===== src/rtl/mem_arbiter_if.sv =====
// ---------------------------------------------------------------------------
// mem_arbiter_if
//   Bundles the fetch port, the load/store port and the memory-side bus of
//   the instruction/data memory arbiter into one interface.
//
//   Parameters:
//     XLEN          data and address width
//
//   Signal groups:
//     Fetch (I)     IReq, IAdr -> arbiter; IDone, IReadData <- arbiter
//     Load/store(D) DReq, DWE, DByteEn, DAdr, DWriteData -> arbiter;
//                   DDone, DReadData <- arbiter
//     Memory        MemEn, MemWE, MemByteEn, MemAdr, MemWriteData <- arbiter;
//                   MemReadData, MemReady -> arbiter
//     Status        BusErr <- arbiter
//
//   Modports:
//     slave         the arbiter itself
//     master        the surrounding datapath/memory (or a testbench)
// ---------------------------------------------------------------------------
interface mem_arbiter_if #(
  parameter int XLEN = 32
);

  // Instruction fetch side
  logic            IReq;
  logic [XLEN-1:0] IAdr;
  logic            IDone;
  logic [XLEN-1:0] IReadData;

  // Load/store side
  logic            DReq;
  logic            DWE;
  logic [3:0]      DByteEn;
  logic [XLEN-1:0] DAdr;
  logic [XLEN-1:0] DWriteData;
  logic            DDone;
  logic [XLEN-1:0] DReadData;

  // Memory side
  logic            MemEn;
  logic            MemWE;
  logic [3:0]      MemByteEn;
  logic [XLEN-1:0] MemAdr;
  logic [XLEN-1:0] MemWriteData;
  logic [XLEN-1:0] MemReadData;
  logic            MemReady;

  // Sticky timeout flag
  logic            BusErr;

  modport slave (
    input  IReq, IAdr,
    input  DReq, DWE, DByteEn, DAdr, DWriteData,
    input  MemReadData, MemReady,
    output IDone, IReadData,
    output DDone, DReadData,
    output MemEn, MemWE, MemByteEn, MemAdr, MemWriteData,
    output BusErr
  );

  modport master (
    output IReq, IAdr,
    output DReq, DWE, DByteEn, DAdr, DWriteData,
    output MemReadData, MemReady,
    input  IDone, IReadData,
    input  DDone, DReadData,
    input  MemEn, MemWE, MemByteEn, MemAdr, MemWriteData,
    input  BusErr
  );

endinterface


===== src/rtl/mem_arbiter.sv =====
// ---------------------------------------------------------------------------
// mem_arbiter
//   Shares one single-ported memory between instruction fetch (I) and
//   load/store (D). A granted request is registered, held on the memory bus
//   until MemReady, and then answered with a one-cycle Done pulse on the
//   owning port together with registered read data. D always wins over I
//   because it belongs to the older instruction.
//
//   Parameters:
//     XLEN            data/address width
//     TIMEOUT_CYCLES  BUSY cycles without MemReady before the access is
//                     aborted (only meaningful with ARB_TIMEOUT_EN), >= 1
//
//   Ports:
//     clk             rising-edge clock
//     reset           asynchronous, active-high reset
//     bus             mem_arbiter_if.slave (fetch, load/store, memory, BusErr)
//
//   Build option:
//     ARB_TIMEOUT_EN  when defined, a BUSY watchdog aborts stalled accesses,
//                     returns zero data with a Done pulse and sets the sticky
//                     BusErr flag. When undefined, BUSY waits forever and
//                     BusErr is tied low.
// ---------------------------------------------------------------------------
module mem_arbiter #(
  parameter int XLEN           = 32,
  parameter int TIMEOUT_CYCLES = 255
) (
  input logic          clk,
  input logic          reset,
  mem_arbiter_if.slave bus
);

  typedef enum logic [1:0] {
    IDLE = 2'd0,
    BUSY = 2'd1,
    RESP = 2'd2
  } state_e;

  typedef enum logic {
    OWN_I = 1'b0,
    OWN_D = 1'b1
  } owner_e;

  // A zero or negative watchdog limit can never be reached sensibly.
  if (TIMEOUT_CYCLES < 1) begin : gBadTimeout
    $error("mem_arbiter: TIMEOUT_CYCLES must be >= 1");
  end

  state_e          state_q, state_d;
  owner_e          owner_q, owner_d;
  logic [XLEN-1:0] adr_q, adr_d;
  logic            we_q, we_d;
  logic [3:0]      byteEn_q, byteEn_d;
  logic [XLEN-1:0] wData_q, wData_d;
  logic [XLEN-1:0] iReadData_q, iReadData_d;
  logic [XLEN-1:0] dReadData_q, dReadData_d;

`ifdef ARB_TIMEOUT_EN
  localparam int              CntW    = $clog2(TIMEOUT_CYCLES + 1);
  localparam logic [CntW-1:0] CntLast = CntW'(TIMEOUT_CYCLES - 1);

  logic [CntW-1:0] cnt_q, cnt_d;
  logic            busErr_q, busErr_d;
`endif

  // State, request latch and read-data registers. Everything clears on
  // reset, so an access in flight is simply forgotten and MemEn (decoded
  // from the state) drops without waiting for a clock edge.
  always_ff @(posedge clk or posedge reset) begin
    if (reset) begin
      state_q     <= IDLE;
      owner_q     <= OWN_I;
      adr_q       <= '0;
      we_q        <= 1'b0;
      byteEn_q    <= 4'b0000;
      wData_q     <= '0;
      iReadData_q <= '0;
      dReadData_q <= '0;
`ifdef ARB_TIMEOUT_EN
      cnt_q       <= '0;
      busErr_q    <= 1'b0;
`endif
    end else begin
      state_q     <= state_d;
      owner_q     <= owner_d;
      adr_q       <= adr_d;
      we_q        <= we_d;
      byteEn_q    <= byteEn_d;
      wData_q     <= wData_d;
      iReadData_q <= iReadData_d;
      dReadData_q <= dReadData_d;
`ifdef ARB_TIMEOUT_EN
      cnt_q       <= cnt_d;
      busErr_q    <= busErr_d;
`endif
    end
  end

  // Next-state logic. Requests are only looked at in IDLE; anything that
  // arrives while an access is outstanding waits for the next IDLE cycle.
  // The request fields are latched on the grant so the memory bus stays
  // constant for the whole BUSY phase even if the requester misbehaves.
  always_comb begin
    state_d     = state_q;
    owner_d     = owner_q;
    adr_d       = adr_q;
    we_d        = we_q;
    byteEn_d    = byteEn_q;
    wData_d     = wData_q;
    iReadData_d = iReadData_q;
    dReadData_d = dReadData_q;
`ifdef ARB_TIMEOUT_EN
    cnt_d       = cnt_q;
    busErr_d    = busErr_q;
`endif

    case (state_q)
      IDLE: begin
        if (bus.DReq) begin
          // Byte enables and write data only matter for stores; loads put
          // zeros on the bus.
          owner_d  = OWN_D;
          adr_d    = bus.DAdr;
          we_d     = bus.DWE;
          byteEn_d = bus.DWE ? bus.DByteEn : 4'b0000;
          wData_d  = bus.DWE ? bus.DWriteData : '0;
          state_d  = BUSY;
`ifdef ARB_TIMEOUT_EN
          cnt_d    = '0;
`endif
        end else if (bus.IReq) begin
          owner_d  = OWN_I;
          adr_d    = bus.IAdr;
          we_d     = 1'b0;
          byteEn_d = 4'b0000;
          wData_d  = '0;
          state_d  = BUSY;
`ifdef ARB_TIMEOUT_EN
          cnt_d    = '0;
`endif
        end
      end

      BUSY: begin
        // MemReady is checked before the watchdog so a completion on the
        // last allowed cycle is still a clean completion.
        if (bus.MemReady) begin
          if (owner_q == OWN_I) begin
            iReadData_d = bus.MemReadData;
          end else begin
            dReadData_d = we_q ? '0 : bus.MemReadData;
          end
          state_d = RESP;
`ifdef ARB_TIMEOUT_EN
        end else if (cnt_q == CntLast) begin
          if (owner_q == OWN_I) begin
            iReadData_d = '0;
          end else begin
            dReadData_d = '0;
          end
          busErr_d = 1'b1;
          state_d  = RESP;
        end else begin
          cnt_d = cnt_q + CntW'(1);
`endif
        end
      end

      RESP: begin
        state_d = IDLE;
      end

      default: begin
        state_d = IDLE;
      end
    endcase
  end

  // Bus outputs. Enables are qualified with BUSY so a stale store never
  // looks like a write while MemEn is low; address and data just show the
  // last latched request.
  always_comb begin
    bus.MemEn        = (state_q == BUSY);
    bus.MemWE        = (state_q == BUSY) && we_q;
    bus.MemByteEn    = (state_q == BUSY) ? byteEn_q : 4'b0000;
    bus.MemAdr       = adr_q;
    bus.MemWriteData = wData_q;
    bus.IDone        = (state_q == RESP) && (owner_q == OWN_I);
    bus.DDone        = (state_q == RESP) && (owner_q == OWN_D);
    bus.IReadData    = iReadData_q;
    bus.DReadData    = dReadData_q;
`ifdef ARB_TIMEOUT_EN
    bus.BusErr       = busErr_q;
`else
    bus.BusErr       = 1'b0;
`endif
  end

endmodule

===== src/flat_wrapper.sv =====
// flat-port wrapper written by rule: the top's interface ports become plain ports
module mem_arbiter_flat 
#(
  parameter int XLEN           = 32,
  parameter int TIMEOUT_CYCLES = 255
)
  (clk, reset, bus_IReq, bus_IAdr, bus_DReq, bus_DWE, bus_DByteEn, bus_DAdr, bus_DWriteData, bus_MemReadData, bus_MemReady, bus_IDone, bus_IReadData, bus_DDone, bus_DReadData, bus_MemEn, bus_MemWE, bus_MemByteEn, bus_MemAdr, bus_MemWriteData, bus_BusErr);
  mem_arbiter_if #(.XLEN(XLEN)) bus_i ();
  input logic clk;
  input logic reset;
  input wire logic [$bits(bus_i.IReq)-1:0] bus_IReq;
  input wire logic [$bits(bus_i.IAdr)-1:0] bus_IAdr;
  input wire logic [$bits(bus_i.DReq)-1:0] bus_DReq;
  input wire logic [$bits(bus_i.DWE)-1:0] bus_DWE;
  input wire logic [$bits(bus_i.DByteEn)-1:0] bus_DByteEn;
  input wire logic [$bits(bus_i.DAdr)-1:0] bus_DAdr;
  input wire logic [$bits(bus_i.DWriteData)-1:0] bus_DWriteData;
  input wire logic [$bits(bus_i.MemReadData)-1:0] bus_MemReadData;
  input wire logic [$bits(bus_i.MemReady)-1:0] bus_MemReady;
  output wire logic [$bits(bus_i.IDone)-1:0] bus_IDone;
  output wire logic [$bits(bus_i.IReadData)-1:0] bus_IReadData;
  output wire logic [$bits(bus_i.DDone)-1:0] bus_DDone;
  output wire logic [$bits(bus_i.DReadData)-1:0] bus_DReadData;
  output wire logic [$bits(bus_i.MemEn)-1:0] bus_MemEn;
  output wire logic [$bits(bus_i.MemWE)-1:0] bus_MemWE;
  output wire logic [$bits(bus_i.MemByteEn)-1:0] bus_MemByteEn;
  output wire logic [$bits(bus_i.MemAdr)-1:0] bus_MemAdr;
  output wire logic [$bits(bus_i.MemWriteData)-1:0] bus_MemWriteData;
  output wire logic [$bits(bus_i.BusErr)-1:0] bus_BusErr;
  assign bus_i.IReq = bus_IReq;
  assign bus_i.IAdr = bus_IAdr;
  assign bus_i.DReq = bus_DReq;
  assign bus_i.DWE = bus_DWE;
  assign bus_i.DByteEn = bus_DByteEn;
  assign bus_i.DAdr = bus_DAdr;
  assign bus_i.DWriteData = bus_DWriteData;
  assign bus_i.MemReadData = bus_MemReadData;
  assign bus_i.MemReady = bus_MemReady;
  assign bus_IDone = bus_i.IDone;
  assign bus_IReadData = bus_i.IReadData;
  assign bus_DDone = bus_i.DDone;
  assign bus_DReadData = bus_i.DReadData;
  assign bus_MemEn = bus_i.MemEn;
  assign bus_MemWE = bus_i.MemWE;
  assign bus_MemByteEn = bus_i.MemByteEn;
  assign bus_MemAdr = bus_i.MemAdr;
  assign bus_MemWriteData = bus_i.MemWriteData;
  assign bus_BusErr = bus_i.BusErr;
  mem_arbiter #(.XLEN(XLEN), .TIMEOUT_CYCLES(TIMEOUT_CYCLES)) u_core (.clk(clk), .reset(reset), .bus(bus_i));
endmodule

===== config.mk =====
export PLATFORM = sky130hd
export DESIGN_NAME = mem_arbiter_flat
export DESIGN_NICKNAME = d
export VERILOG_FILES = /design/src/rtl/mem_arbiter_if.sv /design/src/rtl/mem_arbiter.sv /design/src/flat_wrapper.sv
export SDC_FILE = /design/constraint.sdc
export NUM_CORES = 1
export LEC_CHECK = 0
export ABC_AREA = 1
export CAP_MARGIN = 20
export CORE_UTILIZATION = 38
export CTS_CLUSTER_DIAMETER = 80
export DETAILED_ROUTE_END_ITERATION = 16
export GPL_ROUTABILITY_DRIVEN = 0
export GPL_TIMING_DRIVEN = 0
export HOLD_SLACK_MARGIN = 0.12
export PLACE_DENSITY = 0.8
export SYNTH_ARGS = -nofsm -noshare
export SYNTH_HDL_FRONTEND = slang
export SYNTH_SLANG_ARGS = --single-unit

===== constraint.sdc =====
create_clock -name clk -period 4.09 [get_ports clk]
set_input_delay 0.6135 -clock clk [delete_from_list [all_inputs] [get_ports clk]]
set_output_delay 0.6135 -clock clk [all_outputs]
set_load 0.02 [all_outputs]

==> flow_metrics.env, run 1 <==
# physical design summary
export IMPL_outcome="completed"
export IMPL_ys_cells=779
export IMPL_post_route_util_pct=62.3
export IMPL_largest_class="registers"
export IMPL_worst_path_largest_cell_delay_ns=0.62
export IMPL_final_max_slew_viol_count=0
export IMPL_clock_root_buffer="clkbuf_16"
export IMPL_min_path_type="reg2reg"
export IMPL_overflow=0
export IMPL_cp_start_kind="flop"
export IMPL_fillers=1357
export IMPL_seq_power_mw=2.26
export IMPL_antenna_found_initial=0
export IMPL_drive_above_1_share_pct=7.92
export IMPL_p_sw_mw=2.87
export IMPL_cts_tree="yes"
export IMPL_combGateArea_mm2=0.00223
export IMPL_ys_flop_type="dfrtp_1"
export IMPL_worst_pin_slew_ns=0.627
export IMPL_comb_area_share_pct=22.6
export IMPL_switching_share_pct=38.2
export IMPL_die_area_mm2=0.0167
export IMPL_stdcell_area_mm2=0.00986
export IMPL_fmax_ghz=0.373
-- run 1: routing by layer --
layer | track usage, % | part of all wire, % | up-vias
li1 | - | - | 2943
met1 | 25.8 | 40 | 2682
met2 | 38.2 | 49 | 251
met3 | 8.13 | 9.2 | 23
met4 | 7.82 | 1.7 | 0
met5 | 0 | 0 | -
-- run 1: through the flow --
step	setup slack (ns)	total power [mW]
after global placement	0.523	5.71
after floorplan	1.78	4.09
after detailed placement	1.83	5.78
final	1.41	7.51
after global routing	1.24	7.95
after CTS	1.37	7.57
-- run 1: cell usage in the layout (no fill, tap or decap), drive strengths merged --
master and instances:
o21ai 1, clkbuf 24, clkinv 6, buf 41
nand2 438, clkinvlp 1, dfrtp 136, inv 46
nand3 68, and3 1, nor2 44, conb 1
clkdlybuf4s50 272, nor3 1, bufinv 6
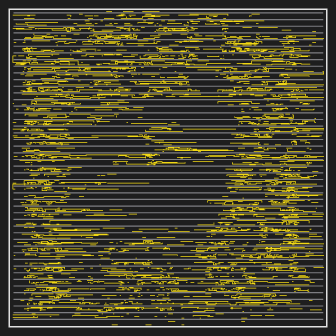
Figure 1: run 1, signal wires on met1.
Supply wires on this layer in grey.
wire length on this layer	7,350 um
share of all routed wire	40%
nets with wire on the layer	1,035
longest straight run	40.0 um
total number of vias: 5,899
WL final: 18,200 um
met1 GRT Util: 25.8%

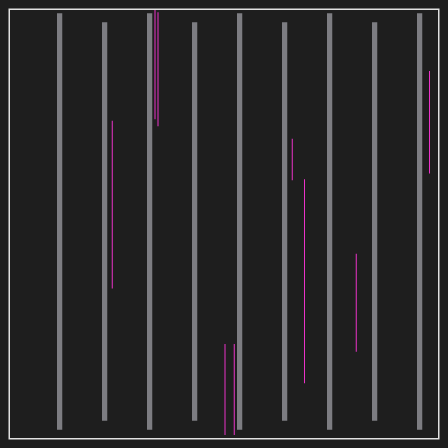
Figure 2: run 1, M4 wires.
Supply wires on this layer in grey.
wire length on this layer	305 um
nets with wire on the layer	7
longest straight run	61.2 um

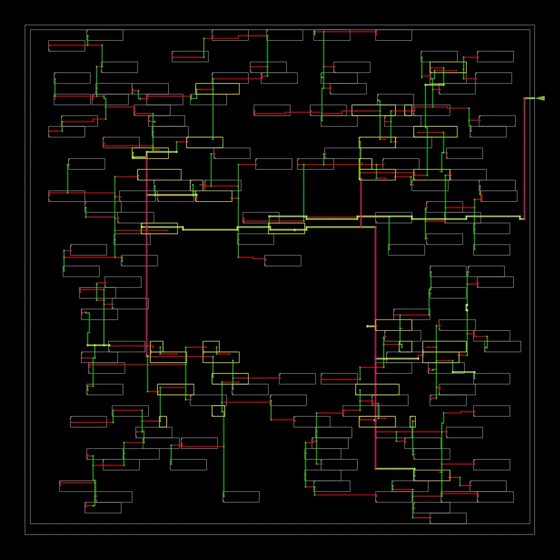
Figure 3: run 1, clock routing.
CTS buffer count: 17
flip-flops: 136
# clock sinks: 136
P_clk: 1.76 mW
clkbuf count: 18

--- run 2 (diff from run 1) ---
--- a/config.mk
+++ b/config.mk
@@ -7,13 +7,13 @@
 export LEC_CHECK = 0
 export ABC_AREA = 1
 export CAP_MARGIN = 20
-export CORE_UTILIZATION = 38
+export CORE_UTILIZATION = 42
 export CTS_CLUSTER_DIAMETER = 80
 export DETAILED_ROUTE_END_ITERATION = 16
 export GPL_ROUTABILITY_DRIVEN = 0
 export GPL_TIMING_DRIVEN = 0
 export HOLD_SLACK_MARGIN = 0.12
-export PLACE_DENSITY = 0.8
+export PLACE_DENSITY = 0.84
 export SYNTH_ARGS = -nofsm -noshare
 export SYNTH_HDL_FRONTEND = slang
 export SYNTH_SLANG_ARGS = --single-unit
==> constraint.sdc (replaced) <==
create_clock -name clk -period 2.6 [get_ports clk]
set_input_delay 0.39 -clock clk [delete_from_list [all_inputs] [get_ports clk]]
set_output_delay 0.39 -clock clk [all_outputs]
set_load 0.02 [all_outputs]
==> flow_metrics.env, run 2 <==
# physical design summary
export IMPL_p_sw_mw=4.47
export IMPL_cts_tree="yes"
export IMPL_seq_power_mw=3.55
export IMPL_arrival_ns=2.06
export IMPL_path_clk_slew_ns=0.06
export IMPL_grt_pass1_wl_um=28600
export IMPL_mostFrequentLayoutCells="434 x nand2_1, 272 x clkdlybuf4s50_1, 136 x dfrtp_1"
export IMPL_switching_share_pct=39.5
export IMPL_postPlaceCellArea_mm2=0.00915
export IMPL_clock_sinks=136
export IMPL_log_warning_count=26
export IMPL_p_clk_mw=2.27
export IMPL_worst_path_largest_cell_delay_ns=0.62
export IMPL_setup_ws_ns=0.155
export IMPL_power_density_mw_per_mm2=1170
export IMPL_wl_um=18100
export IMPL_ys_flop_type="dfrtp_1"
export IMPL_drive_above_1_share_pct=7.83
export IMPL_pre_cts_ws_ns=0.568
export IMPL_post_route_util_pct=69.1
export IMPL_rsz0062_at_grt="false"
export IMPL_p_leak_nw=5.03
export IMPL_slew_headroom_pct=63.7
export IMPL_antenna_found_initial=0
export IMPL_min_path_type="in2async"
export IMPL_cp_start_kind="flop"
export IMPL_syn_nets=917
export IMPL_fin_crit_sh_pct=94.1
export IMPL_die_area_mm2=0.0151
export IMPL_num_vias=5966
export IMPL_cts_buffers=17
export IMPL_clock_root_buffer="clkbuf_16"
export IMPL_final_max_slew_viol_count=0
export IMPL_outcome="completed"
export IMPL_overflow=0
export IMPL_setup_viol=0
export IMPL_nNetsFinal=1211
export IMPL_combGateArea_mm2=0.00223
export IMPL_p_total_mw=11.3
export IMPL_reg2regPathDepth=5
export IMPL_layout_top_cell="nand2_1"
export IMPL_cp_required_ns=2.21
export IMPL_fmax_ghz=0.409
export IMPL_ys_cells=779
export IMPL_fillers=1104
export IMPL_worst_pin_slew_ns=0.545
export IMPL_p_int_mw=6.85
export IMPL_seq_area_mm2=0.00340
export IMPL_placedCellCount=1234
run 2: cell counts after synthesis:
No cell type changed its count.
run 2: final cells by class:
class,count,area share [%]
buffer,44,3.40
clock buffer,21,4.75
clock inverter,11,1.01
inverter,45,1.78
multi-input combinational,554,23.0
sequential,136,35.1
tap,180,2.32
timing repair buffer,275,28.7
run 2: logic make-up (layout without fill, tap and decap cells):
group                  Yosys count  after routing  share of synthesized area, %
and+or+nand+nor                552            552                          36.2
DFF                            136            136                          55.5
buffers and inverters           89            396                          8.14
other                            1              1                        0.0611
AOI/OAI and AO/OA                1              1                        0.0815
run 2: routing by layer:
| layer | share of wire, % | global-route usage [%] |
|---|---|---|
| met5 | 0 | 0 |
| met4 | 1.9 | 9.15 |
| met3 | 8.6 | 7.81 |
| met2 | 50 | 41.8 |
| met1 | 40 | 29.8 |
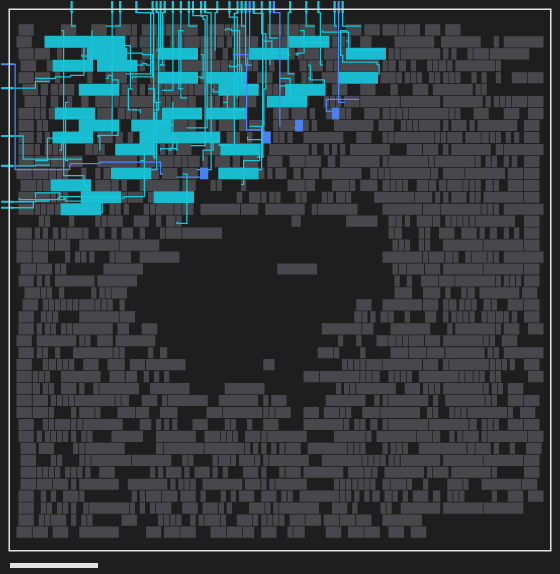
Figure 4: run 2, wires at chosen ports, followed through buffers.
The bar under the picture is 20 um long.
port	colour	bits	direction	end cells	buffers	wire
bus_DByteEn	blue	4	input	4	4	166 um
bus_MemWriteData	cyan	32	output	32	32	1,050 um
I/O pins: 275
Buffers on Ports: 272

Power figures rest on the tool's default switching activity, not on a simulated workload.
